Figure 1. Track usage over the die.
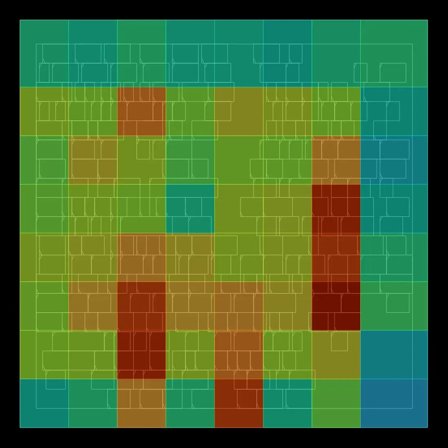
Figure 2. Placement density heat map.
Bar = 20 µm. 12 x 12 tiles, from black (low) to pale yellow (high), 0 to 100% covered.
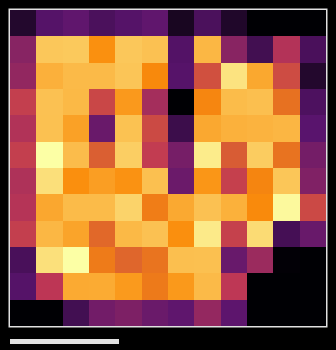
Figure 3. Cell classes on the final placement.
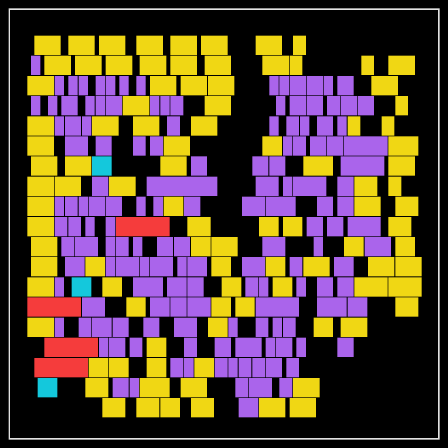
Figure 4. Port wiring.
Bar = 20 µm.
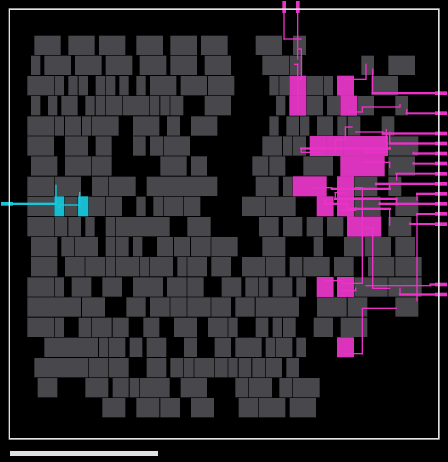
Figure 5. Supply network.
Bar = 20 µm. Pins as bars on the die edge.
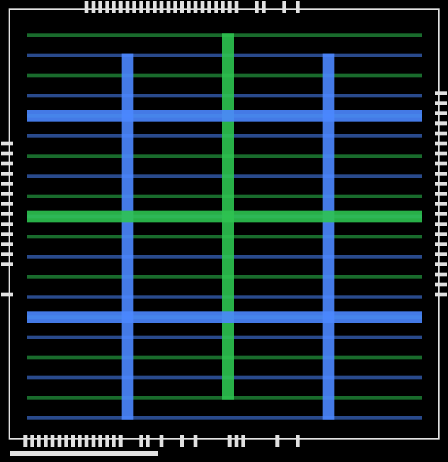
==> src/rtl/control_pkg.sv <==
// Shared encodings for the hardwired control sequencer: opcodes, ALU selects,
// sequencer state codes and the decoded instruction class.
package control_pkg;

    localparam logic [4:0] OP_ADD  = 5'b00011;
    localparam logic [4:0] OP_SUB  = 5'b00100;
    localparam logic [4:0] OP_SHR  = 5'b00101;
    localparam logic [4:0] OP_SHL  = 5'b00110;
    localparam logic [4:0] OP_ROR  = 5'b00111;
    localparam logic [4:0] OP_ROL  = 5'b01000;
    localparam logic [4:0] OP_AND  = 5'b01001;
    localparam logic [4:0] OP_OR   = 5'b01010;
    localparam logic [4:0] OP_ADDI = 5'b01011;
    localparam logic [4:0] OP_ANDI = 5'b01100;
    localparam logic [4:0] OP_ORI  = 5'b01101;
    localparam logic [4:0] OP_NEG  = 5'b10000;
    localparam logic [4:0] OP_NOT  = 5'b10001;
    localparam logic [4:0] OP_NOP  = 5'b11010;
    localparam logic [4:0] OP_HALT = 5'b11011;

    localparam logic [3:0] ALU_NONE = 4'd0;
    localparam logic [3:0] ALU_ADD  = 4'd1;
    localparam logic [3:0] ALU_SUB  = 4'd2;
    localparam logic [3:0] ALU_SHR  = 4'd3;
    localparam logic [3:0] ALU_SHL  = 4'd4;
    localparam logic [3:0] ALU_ROR  = 4'd5;
    localparam logic [3:0] ALU_ROL  = 4'd6;
    localparam logic [3:0] ALU_AND  = 4'd7;
    localparam logic [3:0] ALU_OR   = 4'd8;
    localparam logic [3:0] ALU_NEG  = 4'd9;
    localparam logic [3:0] ALU_NOT  = 4'd10;

    localparam logic [2:0] S_IDLE = 3'd0;
    localparam logic [2:0] S_T0   = 3'd1;
    localparam logic [2:0] S_T1   = 3'd2;
    localparam logic [2:0] S_T2   = 3'd3;
    localparam logic [2:0] S_T3   = 3'd4;
    localparam logic [2:0] S_T4   = 3'd5;
    localparam logic [2:0] S_T5   = 3'd6;
    localparam logic [2:0] S_HALT = 3'd7;

    typedef enum logic [2:0] {
        CLS_R, CLS_I, CLS_UNARY, CLS_NOP, CLS_HALT, CLS_ILLEGAL
    } instr_class_t;

endpackage

==> src/rtl/instr_decoder.sv <==
// Instruction register decode: class, ALU select and one-hot register selects.
// Purely combinational, zero latency.
// No flow control; outputs follow ir directly.
module instr_decoder
    import control_pkg::*;
#(
    parameter int DATA_WIDTH    = 32,
    parameter int NUM_REGS      = 16,
    parameter int REG_SEL_WIDTH = 4
) (
    input  logic [DATA_WIDTH-1:0] ir,
    output instr_class_t          cls,
    output logic [3:0]            alu_op,
    output logic [NUM_REGS-1:0]   ra_oh,
    output logic [NUM_REGS-1:0]   rb_oh,
    output logic [NUM_REGS-1:0]   rc_oh
);

    localparam int OPW = 5;
    localparam int LOW = DATA_WIDTH - OPW - 3 * REG_SEL_WIDTH;

    logic [OPW-1:0]           opcode;
    logic [REG_SEL_WIDTH-1:0] ra;
    logic [REG_SEL_WIDTH-1:0] rb;
    logic [REG_SEL_WIDTH-1:0] rc;
    logic                     unused_ir_low;
    instr_class_t             base_cls;

    assign opcode = ir[DATA_WIDTH-1 -: OPW];
    assign ra     = ir[DATA_WIDTH-1-OPW -: REG_SEL_WIDTH];
    assign rb     = ir[DATA_WIDTH-1-OPW-REG_SEL_WIDTH -: REG_SEL_WIDTH];
    assign rc     = ir[DATA_WIDTH-1-OPW-2*REG_SEL_WIDTH -: REG_SEL_WIDTH];
    // Low bits only matter to the datapath as the immediate.
    assign unused_ir_low = ^ir[LOW-1:0];

    function automatic logic reg_ok(input logic [REG_SEL_WIDTH-1:0] r);
        return 32'(r) < NUM_REGS;
    endfunction

    always_comb begin
        base_cls = CLS_ILLEGAL;
        alu_op   = ALU_NONE;
        case (opcode)
            OP_ADD:  begin base_cls = CLS_R;     alu_op = ALU_ADD; end
            OP_SUB:  begin base_cls = CLS_R;     alu_op = ALU_SUB; end
            OP_SHR:  begin base_cls = CLS_R;     alu_op = ALU_SHR; end
            OP_SHL:  begin base_cls = CLS_R;     alu_op = ALU_SHL; end
            OP_ROR:  begin base_cls = CLS_R;     alu_op = ALU_ROR; end
            OP_ROL:  begin base_cls = CLS_R;     alu_op = ALU_ROL; end
            OP_AND:  begin base_cls = CLS_R;     alu_op = ALU_AND; end
            OP_OR:   begin base_cls = CLS_R;     alu_op = ALU_OR;  end
            OP_ADDI: begin base_cls = CLS_I;     alu_op = ALU_ADD; end
            OP_ANDI: begin base_cls = CLS_I;     alu_op = ALU_AND; end
            OP_ORI:  begin base_cls = CLS_I;     alu_op = ALU_OR;  end
            OP_NEG:  begin base_cls = CLS_UNARY; alu_op = ALU_NEG; end
            OP_NOT:  begin base_cls = CLS_UNARY; alu_op = ALU_NOT; end
            OP_NOP:  base_cls = CLS_NOP;
            OP_HALT: base_cls = CLS_HALT;
            default: ;
        endcase

        // Only fields the format actually uses can make it illegal; in I-format rc is immediate.
        cls = base_cls;
        case (base_cls)
            CLS_R:            if (!(reg_ok(ra) && reg_ok(rb) && reg_ok(rc))) cls = CLS_ILLEGAL;
            CLS_I, CLS_UNARY: if (!(reg_ok(ra) && reg_ok(rb)))               cls = CLS_ILLEGAL;
            default: ;
        endcase
        if (cls == CLS_ILLEGAL) alu_op = ALU_NONE;
    end

    assign ra_oh = NUM_REGS'(1) << ra;
    assign rb_oh = NUM_REGS'(1) << rb;
    assign rc_oh = NUM_REGS'(1) << rc;

endmodule

==> src/rtl/control_sequencer.sv <==
// Hardwired control unit: fetch T0-T2, execute T3-T5 for ALU instructions.
// 6 cycles per ALU instruction, 4 per nop, no bubble between instructions.
// Waits in T1 while mem_ready is low; run is sampled only at instruction boundaries.
module control_sequencer
    import control_pkg::*;
#(
    parameter int DATA_WIDTH    = 32,
    parameter int NUM_REGS      = 16,
    parameter int REG_SEL_WIDTH = 4
) (
    input  logic                  clk,
    input  logic                  clear,
    input  logic                  run,
    input  logic                  mem_ready,
    input  logic [DATA_WIDTH-1:0] ir,
    output logic [NUM_REGS-1:0]   gpr_in,
    output logic [NUM_REGS-1:0]   gpr_out,
    output logic                  pc_out,
    output logic                  pc_in,
    output logic                  inc_pc,
    output logic                  mar_in,
    output logic                  mdr_in,
    output logic                  mdr_out,
    output logic                  read,
    output logic                  ir_in,
    output logic                  y_in,
    output logic                  z_in,
    output logic                  z_low_out,
    output logic                  c_sign_out,
    output logic [3:0]            alu_op,
    output logic                  instr_done,
    output logic                  halted,
    output logic                  illegal
);

    logic [2:0]          state;
    logic [2:0]          state_nxt;
    logic                illegal_q;
    instr_class_t        cls;
    logic [3:0]          dec_alu_op;
    logic [NUM_REGS-1:0] ra_oh;
    logic [NUM_REGS-1:0] rb_oh;
    logic [NUM_REGS-1:0] rc_oh;
    logic                exec_cls;

    instr_decoder #(
        .DATA_WIDTH   (DATA_WIDTH),
        .NUM_REGS     (NUM_REGS),
        .REG_SEL_WIDTH(REG_SEL_WIDTH)
    ) u_dec (
        .ir    (ir),
        .cls   (cls),
        .alu_op(dec_alu_op),
        .ra_oh (ra_oh),
        .rb_oh (rb_oh),
        .rc_oh (rc_oh)
    );

    assign exec_cls = (cls == CLS_R) || (cls == CLS_I) || (cls == CLS_UNARY);

    always_comb begin
        state_nxt = state;
        case (state)
            S_IDLE: if (run) state_nxt = S_T0;
            S_T0:   state_nxt = S_T1;
            S_T1:   if (mem_ready) state_nxt = S_T2;
            S_T2:   state_nxt = S_T3;
            S_T3: begin
                if (cls == CLS_NOP)  state_nxt = run ? S_T0 : S_IDLE;
                else if (exec_cls)   state_nxt = S_T4;
                else                 state_nxt = S_HALT;
            end
            S_T4:   state_nxt = S_T5;
            S_T5:   state_nxt = run ? S_T0 : S_IDLE;
            default: state_nxt = S_HALT;
        endcase
    end

    always_ff @(posedge clk) begin
        if (clear) begin
            state     <= S_IDLE;
            illegal_q <= 1'b0;
        end else begin
            state <= state_nxt;
            if (state == S_T3 && cls == CLS_ILLEGAL) illegal_q <= 1'b1;
        end
    end

    assign halted  = (state == S_HALT);
    assign illegal = illegal_q;

    always_comb begin
        gpr_in     = '0;
        gpr_out    = '0;
        pc_out     = 1'b0;
        pc_in      = 1'b0;
        inc_pc     = 1'b0;
        mar_in     = 1'b0;
        mdr_in     = 1'b0;
        mdr_out    = 1'b0;
        read       = 1'b0;
        ir_in      = 1'b0;
        y_in       = 1'b0;
        z_in       = 1'b0;
        z_low_out  = 1'b0;
        c_sign_out = 1'b0;
        alu_op     = ALU_NONE;
        instr_done = 1'b0;
        case (state)
            S_T0: begin
                pc_out = 1'b1; mar_in = 1'b1; inc_pc = 1'b1; z_in = 1'b1; alu_op = ALU_ADD;
            end
            S_T1: begin
                z_low_out = 1'b1; pc_in = 1'b1; read = 1'b1; mdr_in = 1'b1;
            end
            S_T2: begin
                mdr_out = 1'b1; ir_in = 1'b1;
            end
            S_T3: begin
                if (cls == CLS_NOP) begin
                    instr_done = 1'b1;
                end else if (exec_cls) begin
                    gpr_out = rb_oh; y_in = 1'b1;
                end
            end
            S_T4: begin
                alu_op = dec_alu_op;
                z_in   = 1'b1;
                case (cls)
                    CLS_R:   gpr_out    = rc_oh;
                    CLS_I:   c_sign_out = 1'b1;
                    default: gpr_out    = rb_oh;
                endcase
            end
            S_T5: begin
                z_low_out = 1'b1; gpr_in = ra_oh; instr_done = 1'b1;
            end
            default: ;
        endcase
    end

endmodule

==> config.mk <==
export PLATFORM = sky130hd
export DESIGN_NAME = control_sequencer
export DESIGN_NICKNAME = d
export VERILOG_FILES = /design/src/rtl/control_pkg.sv /design/src/rtl/instr_decoder.sv /design/src/rtl/control_sequencer.sv
export SDC_FILE = /design/constraint.sdc
export NUM_CORES = 1
export LEC_CHECK = 0
export CAP_MARGIN = 0
export CORE_MARGIN = 2
export CORE_UTILIZATION = 35
export DETAILED_ROUTE_END_ITERATION = 12
export PLACE_DENSITY = 0.9
export SYNTH_ARGS = -nofsm -noshare
export SYNTH_HDL_FRONTEND = slang
export SYNTH_SLANG_ARGS = --single-unit
export TNS_END_PERCENT = 1
==> constraint.sdc <==
create_clock -name clk -period 2.9 [get_ports clk]
set_clock_uncertainty 0.15 [all_clocks]
set_input_delay 0.435 -clock clk [delete_from_list [all_inputs] [get_ports clk]]
set_output_delay 0.435 -clock clk [all_outputs]
set_load 0.005 [all_outputs]
==> flow_summary_export.csv <==
group,metric,value,unit
clock_tree,numCtsBuffers,3,
clock_tree,clk_latency,0.24,ns
worst_setup_path,worst_setup_path_endpoint,"gpr_out[11]",
clock_tree,clkTransAtPathRegs,0.03,ns
sta,hold_ws,0.324,ns
sta,setup_viol,1,
routing,maxUsedRoutingLayer,"met4",
worst_setup_path,path_cells,"dlygate4sd2_1, buf_4, a21oi_2, xnor2_1, nor3_4, buf_4, nand3b_1, o22ai_1, clkdlybuf4s50_1",
run_status,status,"complete, but fails checks",
clock_tree,cts_hold_buf,0,
worst_setup_path,worst_path_max_delay_cell,"clkdlybuf4s50_1",
power_and_ir_drop,internal-power,320,µW
floorplanning,top_level_ports,87,
sta,tightest_slew,0.346,ns
logic_synthesis,most_common_cell,"nor2_1",
run,tool_warnings,43,
power_and_ir_drop,power,532,µW
cells_and_area,drive_gt1_share,22.1,%
logic_synthesis,synth.mux.area_fraction,0.988,%
cells_and_area,clockBufferCount,3,
hold_path,min_to,"illegal",
sta,relSlewSlack,76.4,%
routing,wirelength,3.56,mm
worst_setup_path,reg2reg_slack,1.40,ns
cells_and_area,seq_share,4.24,%
power_and_ir_drop,p_seq_share,15.0,%
placed_design,pre_cts_slack,-0.436,ns
sta,setup_slack,-0.0122,ns
cells_and_area,finalInstanceArea,0.00189,mm²
routing,avgViaCountPerCell,5.35,
cells_and_area,num_antenna_cells,0,
sta,fin_crit,2.91,ns
sta,finalSetupTns,-0.0122,ns
global_route,grt_pass1_vias,1280,
logic_synthesis,avgSynthCellArea,6.22,µm²
routing,drtIter0Drc,54,
routing,first_pass_iters,4,
power_and_ir_drop,p_clk,71.1,µW
clock_tree,cts_max_path_buffers,2,
power_and_ir_drop,maxPowerGroup,"combinational logic",
run_status,failed_checks,"setup timing",
Notes on Figure 1 above:
Most Crowded Layer GR: met2
GRT Total Usage: 20.2%
WL per Instance: 12.7 µm
grt met1 use: 24.7%
Final Util: 68.5%

Notes on Figure 2 above:
- mean over tiles: 55%
- tiles over 75% full: 42%
- emptiest ninth of the die: bottom right
- fullest tile: 100%

Notes on Figure 3 above:
- yellow: remaining buffers and delay cells (cells 96)
- purple: combinational and other logic (cells 146)
- red: sequential cells (cells 4)
- cyan: clock drivers (cells 3)

Notes on Figure 4 above:
- cyan: mem_ready (bits 1; direction input; end cells 2; buffers 1; wire 13.9 µm)
- magenta: gpr_out (bits 16; direction output; end cells 16; buffers 16; wire 251 µm)

Notes on Figure 5 above:
- blue: VSS
- green: VDD
- met1 rails: 20
- signal pins: 87
- met5 straps: 3

No activity file was given, so power comes from the tool's default toggle rates.
